**src/rtl/if_pkg.sv**
```systemverilog
// Shared definitions for the instruction-fetch stage.
// Holds the fetch FSM state enum, the reset/NOP constants, the PC step,
// the captured {pc, instr} pair type and a PC alignment helper.
package if_pkg;

    typedef enum logic [1:0] {
        FETCH = 2'd0,
        WAIT  = 2'd1,
        DRAIN = 2'd2
    } if_state_e;

    localparam logic [31:0] NOP_INSTR = 32'h0000_0013;
    localparam logic [31:0] RESET_PC  = 32'h0000_0000;
    localparam logic [31:0] PC_STEP   = 32'h0000_0004;

    typedef struct packed {
        logic [31:0] pc;
        logic [31:0] instr;
    } fetch_pair_t;

    // Instructions are word aligned; the low two bits of a target are dropped.
    function automatic logic [31:0] align_pc(input logic [31:0] pc);
        return {pc[31:2], 2'b00};
    endfunction

endpackage

```
**src/rtl/if_stage_if.sv**
```systemverilog
// I-cache request/response bus between the fetch stage and the I-cache.
// master: fetch side (drives request valid/address, receives ready and response)
// slave : I-cache side
interface if_stage_if;
    logic        icache_req_valid;
    logic [31:0] icache_req_addr;
    logic        icache_req_ready;
    logic        icache_resp_valid;
    logic [31:0] icache_resp_data;

    modport master (
        output icache_req_valid, icache_req_addr,
        input  icache_req_ready, icache_resp_valid, icache_resp_data
    );

    modport slave (
        input  icache_req_valid, icache_req_addr,
        output icache_req_ready, icache_resp_valid, icache_resp_data
    );
endinterface

```
**src/rtl/if_skid_buf.sv**
```systemverilog
// One-entry skid buffer holding a fetched {pc, instr} pair while decode stalls.
// Ports: clk/reset; load (write pair), clear (flush), read (entry handed to
// IF/ID); load_pc/load_instr in; valid/pc/instr out.
// Priority: clear > load > read.
module if_skid_buf
    import if_pkg::*;
(
    input  logic        clk,
    input  logic        reset,
    input  logic        load,
    input  logic        clear,
    input  logic        read,
    input  logic [31:0] load_pc,
    input  logic [31:0] load_instr,
    output logic        valid,
    output logic [31:0] pc,
    output logic [31:0] instr
);

    // Skid entry storage with async reset to empty.
    always_ff @(posedge clk or posedge reset) begin
        if (reset) begin
            valid <= 1'b0;
            pc    <= RESET_PC;
            instr <= NOP_INSTR;
        end else if (clear) begin
            valid <= 1'b0;
        end else if (load) begin
            valid <= 1'b1;
            pc    <= load_pc;
            instr <= load_instr;
        end else if (read) begin
            valid <= 1'b0;
        end else begin
            valid <= valid;
        end
    end

endmodule

```
**src/rtl/if_stage.sv**
```systemverilog
// Instruction-fetch stage: issues one I-cache request at a time for pc_addr,
// captures the response into the IF/ID register (or a skid entry when decode
// stalls) and tells the external PC register what to load.
// Ports: clk, reset (async, active high); pc_addr in; next_pc/pc_halt out;
// icache bus (master modport); redirect_valid/redirect_pc in; id_stall in;
// ifid_valid/ifid_pc/ifid_instr out (registered).
module if_stage
    import if_pkg::*;
(
    input  logic              clk,
    input  logic              reset,
    input  logic [31:0]       pc_addr,
    output logic [31:0]       next_pc,
    output logic              pc_halt,
    if_stage_if.master        icache,
    input  logic              redirect_valid,
    input  logic [31:0]       redirect_pc,
    input  logic              id_stall,
    output logic              ifid_valid,
    output logic [31:0]       ifid_pc,
    output logic [31:0]       ifid_instr
);

    if_state_e   state_r, state_nxt_s;
    logic        req_valid_s;
    logic        accept_s;
    logic        capture_s;
    logic        ifid_free_s;
    logic        skid_load_s, skid_read_s;
    logic        skid_valid_s;
    logic [31:0] skid_pc_s, skid_instr_s;

    // FSM state register.
    always_ff @(posedge clk or posedge reset) begin
        if (reset) begin
            state_r <= FETCH;
        end else begin
            state_r <= state_nxt_s;
        end
    end

    // Next-state and request generation.
    always_comb begin
        state_nxt_s = state_r;
        req_valid_s = 1'b0;
        accept_s    = 1'b0;
        capture_s   = 1'b0;
        case (state_r)
            FETCH: begin
                // No new request while a skid entry is still waiting.
                req_valid_s = !skid_valid_s;
                accept_s    = req_valid_s && icache.icache_req_ready;
                if (accept_s) begin
                    state_nxt_s = redirect_valid ? DRAIN : WAIT;
                end else begin
                    state_nxt_s = FETCH;
                end
            end
            WAIT: begin
                capture_s = icache.icache_resp_valid && !redirect_valid;
                if (icache.icache_resp_valid) begin
                    state_nxt_s = FETCH;
                end else if (redirect_valid) begin
                    state_nxt_s = DRAIN;
                end else begin
                    state_nxt_s = WAIT;
                end
            end
            DRAIN: begin
                // The stale response is swallowed; once it lands the bus is free.
                if (icache.icache_resp_valid) begin
                    state_nxt_s = FETCH;
                end else begin
                    state_nxt_s = DRAIN;
                end
            end
            default: begin
                state_nxt_s = FETCH;
            end
        endcase
    end

    assign icache.icache_req_valid = req_valid_s && !reset;
    assign icache.icache_req_addr  = pc_addr;

    // PC update: redirect wins, a captured response advances by one word.
    always_comb begin
        if (reset) begin
            next_pc = RESET_PC;
            pc_halt = 1'b1;
        end else if (redirect_valid) begin
            next_pc = align_pc(redirect_pc);
            pc_halt = 1'b0;
        end else if (capture_s) begin
            next_pc = pc_addr + PC_STEP;
            pc_halt = 1'b0;
        end else begin
            next_pc = pc_addr;
            pc_halt = 1'b1;
        end
    end

    // IF/ID can take a new pair when empty or being consumed this cycle.
    assign ifid_free_s = !ifid_valid || !id_stall;
    assign skid_read_s = !redirect_valid && ifid_free_s && skid_valid_s;
    assign skid_load_s = capture_s && (!ifid_free_s || skid_valid_s);

    if_skid_buf u_skid (
        .clk        (clk),
        .reset      (reset),
        .load       (skid_load_s),
        .clear      (redirect_valid),
        .read       (skid_read_s),
        .load_pc    (pc_addr),
        .load_instr (icache.icache_resp_data),
        .valid      (skid_valid_s),
        .pc         (skid_pc_s),
        .instr      (skid_instr_s)
    );

    // IF/ID register: skid entry refills before a same-cycle response.
    always_ff @(posedge clk or posedge reset) begin
        if (reset) begin
            ifid_valid <= 1'b0;
            ifid_pc    <= RESET_PC;
            ifid_instr <= NOP_INSTR;
        end else if (redirect_valid) begin
            ifid_valid <= 1'b0;
        end else if (ifid_free_s) begin
            if (skid_valid_s) begin
                ifid_valid <= 1'b1;
                ifid_pc    <= skid_pc_s;
                ifid_instr <= skid_instr_s;
            end else if (capture_s) begin
                ifid_valid <= 1'b1;
                ifid_pc    <= pc_addr;
                ifid_instr <= icache.icache_resp_data;
            end else begin
                ifid_valid <= 1'b0;
            end
        end else begin
            ifid_valid <= ifid_valid;
        end
    end

endmodule

```
**src/flat_wrapper.sv**
```systemverilog
// flat-port wrapper written by rule: the top's interface ports become plain ports
module if_stage_flat import if_pkg::*;
  (clk, reset, pc_addr, next_pc, pc_halt, redirect_valid, redirect_pc, id_stall, ifid_valid, ifid_pc, ifid_instr, icache_icache_req_valid, icache_icache_req_addr, icache_icache_req_ready, icache_icache_resp_valid, icache_icache_resp_data);
  if_stage_if icache_i ();
  input  logic clk;
  input  logic reset;
  input  logic [31:0] pc_addr;
  output logic [31:0] next_pc;
  output logic pc_halt;
  input  logic redirect_valid;
  input  logic [31:0] redirect_pc;
  input  logic id_stall;
  output logic ifid_valid;
  output logic [31:0] ifid_pc;
  output logic [31:0] ifid_instr;
  output wire logic [$bits(icache_i.icache_req_valid)-1:0] icache_icache_req_valid;
  output wire logic [$bits(icache_i.icache_req_addr)-1:0] icache_icache_req_addr;
  input wire logic [$bits(icache_i.icache_req_ready)-1:0] icache_icache_req_ready;
  input wire logic [$bits(icache_i.icache_resp_valid)-1:0] icache_icache_resp_valid;
  input wire logic [$bits(icache_i.icache_resp_data)-1:0] icache_icache_resp_data;
  assign icache_icache_req_valid = icache_i.icache_req_valid;
  assign icache_icache_req_addr = icache_i.icache_req_addr;
  assign icache_i.icache_req_ready = icache_icache_req_ready;
  assign icache_i.icache_resp_valid = icache_icache_resp_valid;
  assign icache_i.icache_resp_data = icache_icache_resp_data;
  if_stage u_core (.clk(clk), .reset(reset), .pc_addr(pc_addr), .next_pc(next_pc), .pc_halt(pc_halt), .icache(icache_i), .redirect_valid(redirect_valid), .redirect_pc(redirect_pc), .id_stall(id_stall), .ifid_valid(ifid_valid), .ifid_pc(ifid_pc), .ifid_instr(ifid_instr));
endmodule
```
**config.mk**
```make
export PLATFORM = sky130hd
export DESIGN_NAME = if_stage_flat
export DESIGN_NICKNAME = d
export VERILOG_FILES = /design/src/rtl/if_pkg.sv /design/src/rtl/if_stage_if.sv /design/src/rtl/if_skid_buf.sv /design/src/rtl/if_stage.sv /design/src/flat_wrapper.sv
export SDC_FILE = /design/constraint.sdc
export NUM_CORES = 1
export LEC_CHECK = 0
export CORE_MARGIN = 2
export CORE_UTILIZATION = 40
export CTS_BUF_LIST = sky130_fd_sc_hd__clkbuf_4 sky130_fd_sc_hd__clkbuf_8
export CTS_CLUSTER_SIZE = 16
export DETAILED_ROUTE_END_ITERATION = 8
export PLACE_DENSITY = 0.81
export SYNTH_ARGS = -nofsm -noshare
export SYNTH_HDL_FRONTEND = slang
export SYNTH_SLANG_ARGS = --single-unit
```
**constraint.sdc**
```tcl
create_clock -name clk -period 13.02 [get_ports clk]
set_input_delay 1.953 -clock clk [delete_from_list [all_inputs] [get_ports clk]]
set_output_delay 1.953 -clock clk [all_outputs]
set_load 0.005 [all_outputs]
```
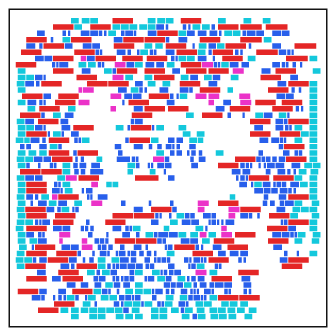
(run_1/cell_classes.png)
Key: clock drivers and dummy loads = magenta [cells 32]; flops = red [cells 132]; other buffers and delay cells = cyan [cells 240]; all other logic = blue [cells 474]
std cell rows: 48
Placeable Area: 17200 um^2
Finished Cell Area: 9650 um^2
Final Util: 0.560
register share of the cell area: 0.344

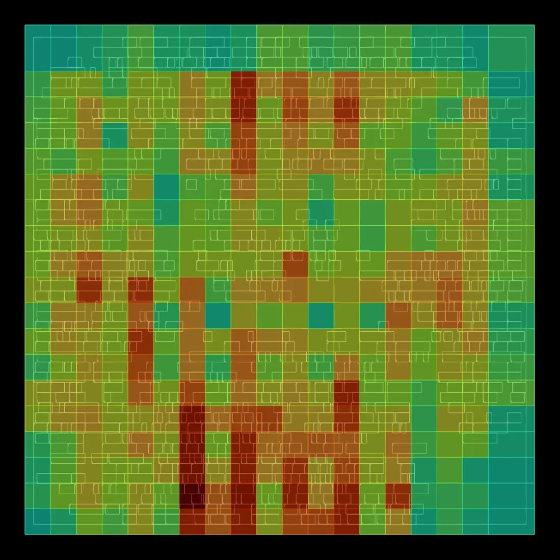
(run_1/final_congestion.png)
met2 Use GR: 0.358
GRT Resource Usage Total: 0.220
M1 GR Usage: 0.281

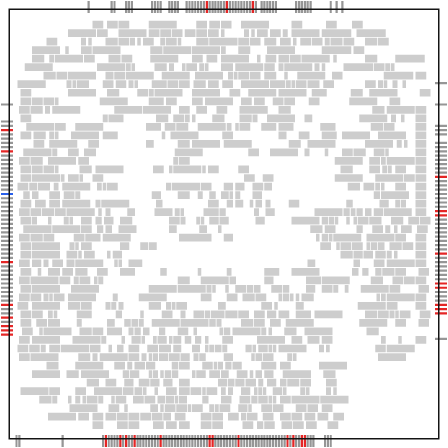
(run_1/pins.png)
Pins as bars across the die edge, other pins in gray.
Key: redirect_valid = blue [pins 1, direction input, edge left]; icache_icache_req_addr = red [pins 32, direction output, edge 12 bottom, 9 right, 8 left, 3 top]
die height: 137 um
IO Port Bufs: 230
die span in x: 137 um

==> results_dict.tcl, run 1 <==
# implementation run metrics
set metrics [dict create \
    outcome "finished, final reports clean" \
    yosys.stat.seqShare 0.471 \
    drive_gt1_frac 0.139 \
    synth_xor_xnor_area_share 0.00872 \
    critPathArrivalTime_ns 5.15 \
    crit_required_ns 11.07 \
    crit_path_start "pc_addr[3]" \
    whs_ns 0.479 \
    grt_use_met3 0.0559 \
    startpoint_type "primary input" \
    synthToLayoutAreaGrowth_pct 37.3 \
    path_cells "clkdlybuf4s50_1 -> ha_1 -> nand4_1 -> or2_2 -> or3_1 -> a2111oi_0 -> clkdlybuf4s50_1" \
    seqCellArea_um2 3310 \
    min_from "u_core.ifid_instr[0]$_DFFE_PP1P_" \
    crit_end "next_pc[18]" \
    crit_path_frequent_cell "clkdlybuf4s50_1" \
    busiest_layer "met2" \
    cts_made_buffers 17 \
    critical_path.slowest_cell "clkdlybuf4s50_1" \
    seq_cell_count 132 \
    buffer_area_frac 0.246 \
    synthAoiAreaFrac 0.108 \
    syn_avg_cell_area_um2 10.2 \
    ys_sh_adder 0.00178 \
    cts_tree "built" \
    max_slew_margin 0.286 \
    taps 225 \
    r2r-end "u_core.u_skid.instr[10]$_DFFE_PP0P_" \
    cts_max_path_buffers 2 \
    synth_area_um2 7030 \
    wl_met2_mm 9.67 \
    preCtsSetupSlack_ns 5.87 \
    clock_latency_ns 0.43 \
    synth-async-reset-ratio 1.00 \
    grt_pass1_wl_mm 32.0 \
    logic_family "multiplexers" \
    comb_cells 466 \
    signal_buffers 240 \
    critPathCaptureType "primary output" \
    clkCellAreaFrac 0.0379 \
    p_leak_nw 3.91 \
    largest_cell_class "registers" \
    cts.sinks 132 \
    cpPeakStageDelay_ns 0.71 \
    wl_met1_mm 8.44 \
    hp-class "reg -> reg" \
    peakVddDrop_uv 62.5 \
    r2r_cells 5 \
    critPathBufInv 2 \
    min_period_ns 7.10 \
    pwr_density_cell_nw_per_um2 126 \
    tns_ns 0 \
    r2r-start "u_core.u_skid.valid$_DFFE_PP0P_" \
    comb_share 0.339 \
    cts-hold-fix-buffers 0 \
    comb_area_um2 3270 \
    wl_met3_mm 1.24 \
    ys.flop_type "dfrtp_1" \
    vias_per_cell 5.39 \
    wl_per_cell_um 17.9 \
    warnings 28 \
    drtAntennaViolNets 0 \
    post-route-period-util 0.546 \
    layout_top_cell "clkdlybuf4s50_1" \
    clk_pin_slew_worst_paths_ns 0.08 \
    fmax_mhz 141 \
]
==> run 1: report_power, final <==
part / leakage [nW] / switching [mW] / internal (mW) / total (mW)
clock: 0.179 / 0.167 / 0.152 / 0.320
sequential: 1.74 / 0.0470 / 0.498 / 0.545
combinational: 2.00 / 0.134 / 0.219 / 0.353
==> run 1: registers in the layout (all words and copies together) (netlist names) <==
name,count
u_core.u_skid.pc,32
u_core.ifid_pc,32
u_core.ifid_valid,1
u_core.u_skid.valid,1
u_core.ifid_instr,32
u_core.u_skid.instr,32
u_core.state_r,2
==> run 1: synthesized netlist by cell type, drive strengths merged (2+ instances only) <==
| cell type | instances | share of area |
|---|---|---|
| a2111oi | 7 | 0.0091 |
| clkbuf | 39 | 0.021 |
| clkinv | 2 | 0.0011 |
| nand3 | 8 | 0.0064 |
| a21oi | 6 | 0.0043 |
| buf | 44 | 0.042 |
| mux2i | 65 | 0.093 |
| xor2 | 2 | 0.0025 |
| and4 | 7 | 0.0087 |
| xnor2 | 5 | 0.0062 |
| nor2b | 12 | 0.011 |
| nor4 | 8 | 0.0080 |
| a211oi | 7 | 0.0075 |
| mux2 | 64 | 0.10 |
| a311oi | 8 | 0.010 |
| inv | 6 | 0.0032 |
| nand4 | 17 | 0.015 |
| nand2 | 87 | 0.046 |
| o2111a | 4 | 0.0064 |
| dfrtp | 126 | 0.45 |
| o21ai | 76 | 0.054 |
| a311o | 4 | 0.0057 |
| dfstp | 6 | 0.022 |
| or2 | 3 | 0.0027 |
| and2 | 3 | 0.0027 |
| nor3 | 12 | 0.0085 |
| and3 | 3 | 0.0027 |
| or3 | 10 | 0.0089 |
| or4 | 3 | 0.0037 |
| nor2 | 28 | 0.015 |
==> run 2, diff against run 1 <==
clock period = 6.95 ns   (was 13.02 ns; I/O delays follow)
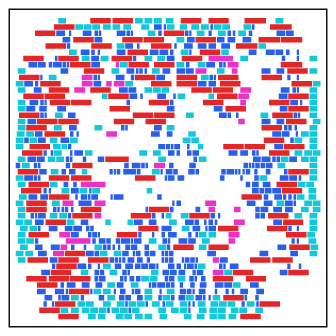
(run_2/cell_classes.png)
Key: all other logic = blue [cells 474]; other buffers and delay cells = cyan [cells 239]; clock drivers and dummy loads = magenta [cells 32]; flops = red [cells 132]
Final Util: 0.563
register share of the cell area: 0.342
Finished Cell Area: 9700 um^2

==> run 2 against run 1 <==
Compared with the run above: count of clock-buffer cells in the layout fell by 3; via count fell by 0.62%; critical endpoint is now next_pc[13]; non-clock buffer count fell by 1; critical path type unchanged.
==> results_dict.tcl, run 2 <==
# implementation run metrics
set metrics [dict create \
    crit_end "next_pc[13]" \
    yosys.cell_count.top_type "dfrtp_1" \
    synth_area_um2 7030 \
    switching_share 0.280 \
    pwr_density_cell_nw_per_um2 246 \
    crit_path_frequent_cell "clkdlybuf4s50_1" \
    drc 0 \
    final_cells 1103 \
    p_int_mw 1.72 \
    htree_num_levels 4 \
    p_clk_frac 0.294 \
    clock_latency_ns 0.44 \
    hp-class "reg -> reg" \
    max_slew_margin 0.177 \
    wl_per_cell_um 18.1 \
    drive_gt1_frac 0.138 \
    seqPwrFrac 0.429 \
    grt_pass1_wl_mm 31.2 \
    layout_top_cell "clkdlybuf4s50_1" \
    cts_tree "built" \
    critical_path.slowest_cell "nor4bb_2" \
    min_from "u_core.ifid_instr[3]$_DFFE_PP0P_" \
    crit_required_ns 5.91 \
    slew_viol_final 0 \
    synth-async-reset-ratio 1.00 \
    warnings 28 \
    grt_pass1_vias 5844 \
    min_period_ns 5.34 \
    die_h_um 137 \
    setup_violations 0 \
    core_area_um2 17200 \
    clk_pin_slew_worst_paths_ns 0.08 \
    critPathBufInv 3 \
    edf_count 0 \
    r2r-end "u_core.u_skid.pc[4]$_DFFE_PP0P_" \
    r2r_cells 5 \
    p_leak_nw 3.94 \
    outcome "finished, final reports clean" \
    chipArea_um2 18700 \
    critPathMaxFanout 40 \
    ys_warn_count 0 \
    seqCellArea_um2 3310 \
    comb_area_um2 3270 \
    cts_max_path_buffers 2 \
    crit_path_start "redirect_valid" \
    ys.flop_type "dfrtp_1" \
    synth_top_area_share 0.449 \
    cts-hold-fix-buffers 0 \
    rrSetupSlack_ns 3.33 \
    die_width_um 137 \
    vias_per_cell 5.36 \
    peakVddDrop_uv 142 \
    num_rows 48 \
    cpPeakStageDelay_ns 1.06 \
    fmax_mhz 187 \
    r2r-start "u_core.u_skid.valid$_DFFE_PP0P_" \
    finalHoldViolCount 0 \
    yosysTopAreaCell "dfrtp_1" \
    cts-resized-gates 0 \
    rsz0062_at_grt "false" \
    power_switching_uw 666 \
    place_area_um2 9270 \
    tns_ns 0 \
    yosys.stat.seqShare 0.471 \
    whs_ns 0.478 \
    cts_made_buffers 17 \
    startpoint_type "primary input" \
    numPortBuffers 230 \
    syn_avg_cell_area_um2 10.2 \
    antenna_found_initial 1 \
    top_cells_by_count "dfrtp_1, nand2_1, o21ai_0, mux2i_1, mux2_2" \
    track_usage 0.217 \
    wl_mm 19.9 \
    post-route-period-util 0.768 \
    skew_ns 0.00862 \
    synthDistinctLibCells 56 \
    synthTopCellsByArea "dfrtp_1, mux2_2, mux2i_1" \
    cts.sinks 132 \
    pwr-share-comb 0.277 \
    synthToLayoutAreaGrowth_pct 38.0 \
    critPathArrivalTime_ns 4.29 \
    critPathCaptureType "primary output" \
    drt_iter0_markers 234 \
    path_cells "clkdlybuf4s50_1 -> buf_4 -> nor4bb_2 -> nand2_1 -> or4_1 -> a311oi_1 -> clkdlybuf4s50_1" \
    drtAntennaViolNets 0 \
    netlist_instances 689 \
]
[run 2: cell counts after synthesis]
No cell type changed its count.
[run 2: layout make-up]
type,instances,area share
Antenna cell,1,0.000258
Clock buffer,19,0.0263
Clock inverter,13,0.0177
Inverter,8,0.00361
Multi-Input combinational cell,466,0.337
Sequential cell,132,0.342
Tap cell,225,0.0290
Timing Repair Buffer,239,0.244
[run 2: metal layers]
layer,vias up,GRT usage,part of all wire
li1,2795,-,-
met1,2905,0.274,0.43
met2,185,0.360,0.49
met3,27,0.0581,0.067
met4,2,0.0758,0.019
met5,-,0,0.00055
[run 2: kinds of logic after synthesis]
kind of cell             share of synthesized area
adder cells (fa/ha/maj)                    0.00178
XOR/XNOR                                   0.00872
buffers and inverters                       0.0671
multiplexers                                 0.195
AND/OR/NAND/NOR                              0.148
AND-OR/OR-AND                                0.108
flip-flops                                   0.471
[run 2: power groups by stage]
stage	clock network [mW]	registers, mW	logic, mW
3_5_place_dp	0	1.03	0.669
4_1_cts	0.719	1.02	0.671
6_report	0.701	1.02	0.661
5_1_grt	0.756	1.04	0.728
3_3_place_gp	0	1.03	0.655
2_1_floorplan	0	1.04	0.193
[run 2: stage by stage]
step | setup slack, ns | power, mW
after global placement | 1.66 | 1.68
after global routing | 1.40 | 2.53
after floorplan | 0.794 | 1.23
after detailed placement | 1.60 | 1.70
after CTS | 1.59 | 2.41
final | 1.61 | 2.38
[run 2: worst min-delay path: cells and delay by family (launching register included)]
family          cells  cell delay (ns)
simple gates        1             0.04
compound gates      1             0.05
flops               1             0.35
==> run 3, diff against run 2 <==
PLACE_DENSITY = 0.84   (was 0.81)
clock period = 4.6 ns   (was 6.95 ns; I/O delays follow)
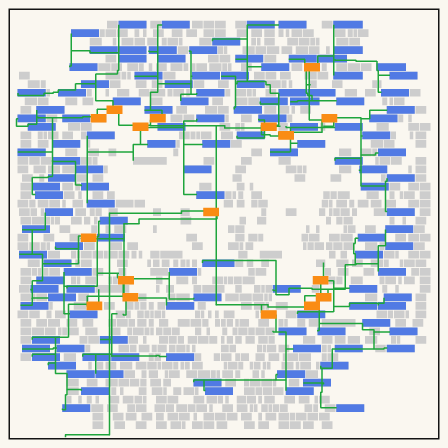
(run_3/clock_map.png)
Key: clock wires = green [length 1810 um]; cells driving clock nets = orange [count 17]; flip-flops = blue [count 132]
There are 18 routed clock nets. Position of the flops: widely spread.
clk_lat worst skew: 0.43 ns
Clk network pwr share: 0.294
Clock Skew: 0.0134 ns
Clk. pwr: 1.06 mW

==> run 3 against run 2 <==
Compared with the run above: die area unchanged; count of clock-buffer cells in the layout rose by 2; combinational power is 53% higher; global-route usage rose by 0.085 points; synthesized area unchanged; clock skew increased by 0.0047 ns.
==> results_dict.tcl, run 3 <==
# implementation run metrics
set metrics [dict create \
    outcome "finished, final reports clean" \
    tns_ns 0 \
    drive_gt1_frac 0.157 \
    cts_tree "built" \
    synthDistinctLibCells 56 \
    clk_pin_slew_worst_paths_ns 0.08 \
    edf_count 0 \
    track_usage 0.218 \
    chipArea_um2 18700 \
    min_from "u_core.ifid_pc[20]$_DFFE_PP0P_" \
    crit_required_ns 3.91 \
    rsz0062_at_grt "false" \
    cts_made_buffers 17 \
    crit_path_start "pc_addr[17]" \
    synth-async-reset-ratio 1.00 \
    cts-resized-gates 0 \
    r2r_cells 4 \
    cts-hold-fix-buffers 0 \
    utilization 0.574 \
    p_leak_nw 4.05 \
    drc 0 \
    post-route-period-util 0.915 \
    max_slew_margin 0.556 \
    fmax_mhz 238 \
    switching_share 0.272 \
    synthToLayoutAreaGrowth_pct 40.8 \
    layout_top_cell "clkdlybuf4s50_1" \
    drt_iter0_markers 316 \
    die_h_um 137 \
    seq-power_mw 1.54 \
    r2r-start "u_core.u_skid.valid$_DFFE_PP0P_" \
    synthTopCellsByArea "dfrtp_1, mux2_2, mux2i_1" \
    yosys.stat.seqShare 0.471 \
    seqPwrFrac 0.426 \
    min_period_ns 4.21 \
    grt_pass1_vias 5800 \
]
[run 3: layer usage]
metal / global-route usage / vias to the layer above / share of wire
li1: - / 2842 / -
met1: 0.281 / 2982 / 0.43
met2: 0.349 / 193 / 0.48
met3: 0.0615 / 26 / 0.066
met4: 0.0810 / 0 / 0.024
met5: 0 / - / 0
[run 3: layout make-up]
cell class,count,area [um^2],share of cell area
antenna,2,5.00,0.000506
timing repair buffer,259,2560,0.258
clock inverter,11,150,0.0152
multi-input combinational,466,3270,0.331
clock buffer,21,283,0.0286
inverter,8,35.0,0.00354
sequential,132,3310,0.335
tap,225,282,0.0284
[run 3: how the worst min path moves through the flow]
stage                                        endpoint  cells after the start
detailed placement  u_core.ifid_instr[14]$_DFFE_PP0P_                      2
global placement     u_core.ifid_instr[2]$_DFFE_PP0P_                      2
CTS                    u_core.ifid_pc[20]$_DFFE_PP0P_                      2
finish                 u_core.ifid_pc[20]$_DFFE_PP0P_                      2
global route         u_core.ifid_instr[4]$_DFFE_PP1P_                      2
floorplan            u_core.ifid_instr[0]$_DFFE_PP1P_                      2
[run 3: kinds of logic (layout without fill, tap and decap cells)]
family / count (synthesis) / count (layout) / synth area share
and+or+nand+nor: 208 / 208 / 0.148
DFF: 132 / 132 / 0.471
muxes: 129 / 129 / 0.195
AOI/OAI and AO/OA: 121 / 121 / 0.108
buffers and inverters: 91 / 299 / 0.0671
xor gates and xnor gates: 7 / 7 / 0.00872
adders and majority gates: 1 / 1 / 0.00178
other: 0 / 2 / 0
[run 3: critical path, stage by stage]
cell	delay, ns
clkdlybuf4s50_1	0.63
nand4_1	0.28
or4_4	0.59
or3_1	0.37
a2111oi_1	0.36
clkdlybuf4s50_1	0.60

==> gallery <==
Signal wires by layer.
Two of the layers only.
picture 1
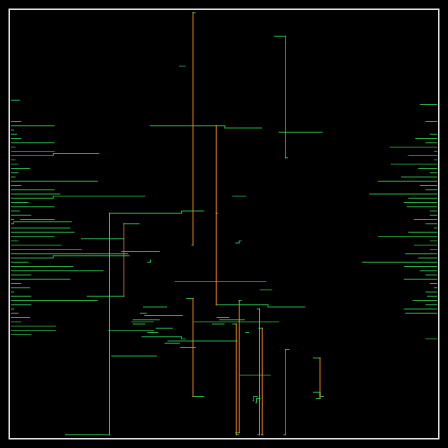
picture 2
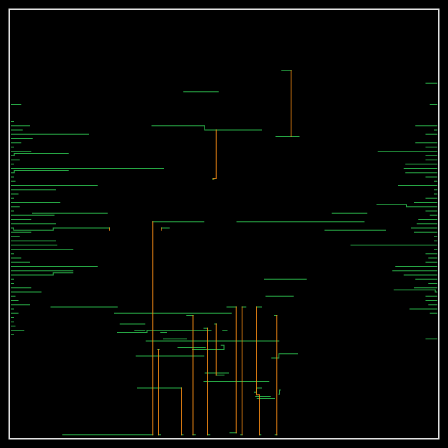
picture 2 -> run 1
picture 1 -> run 3

Key to picture 1:
Key: met4 = orange [wire length 487 um]; met3 = green [wire length 1340 um]

Power and IR drop assume default switching activity.
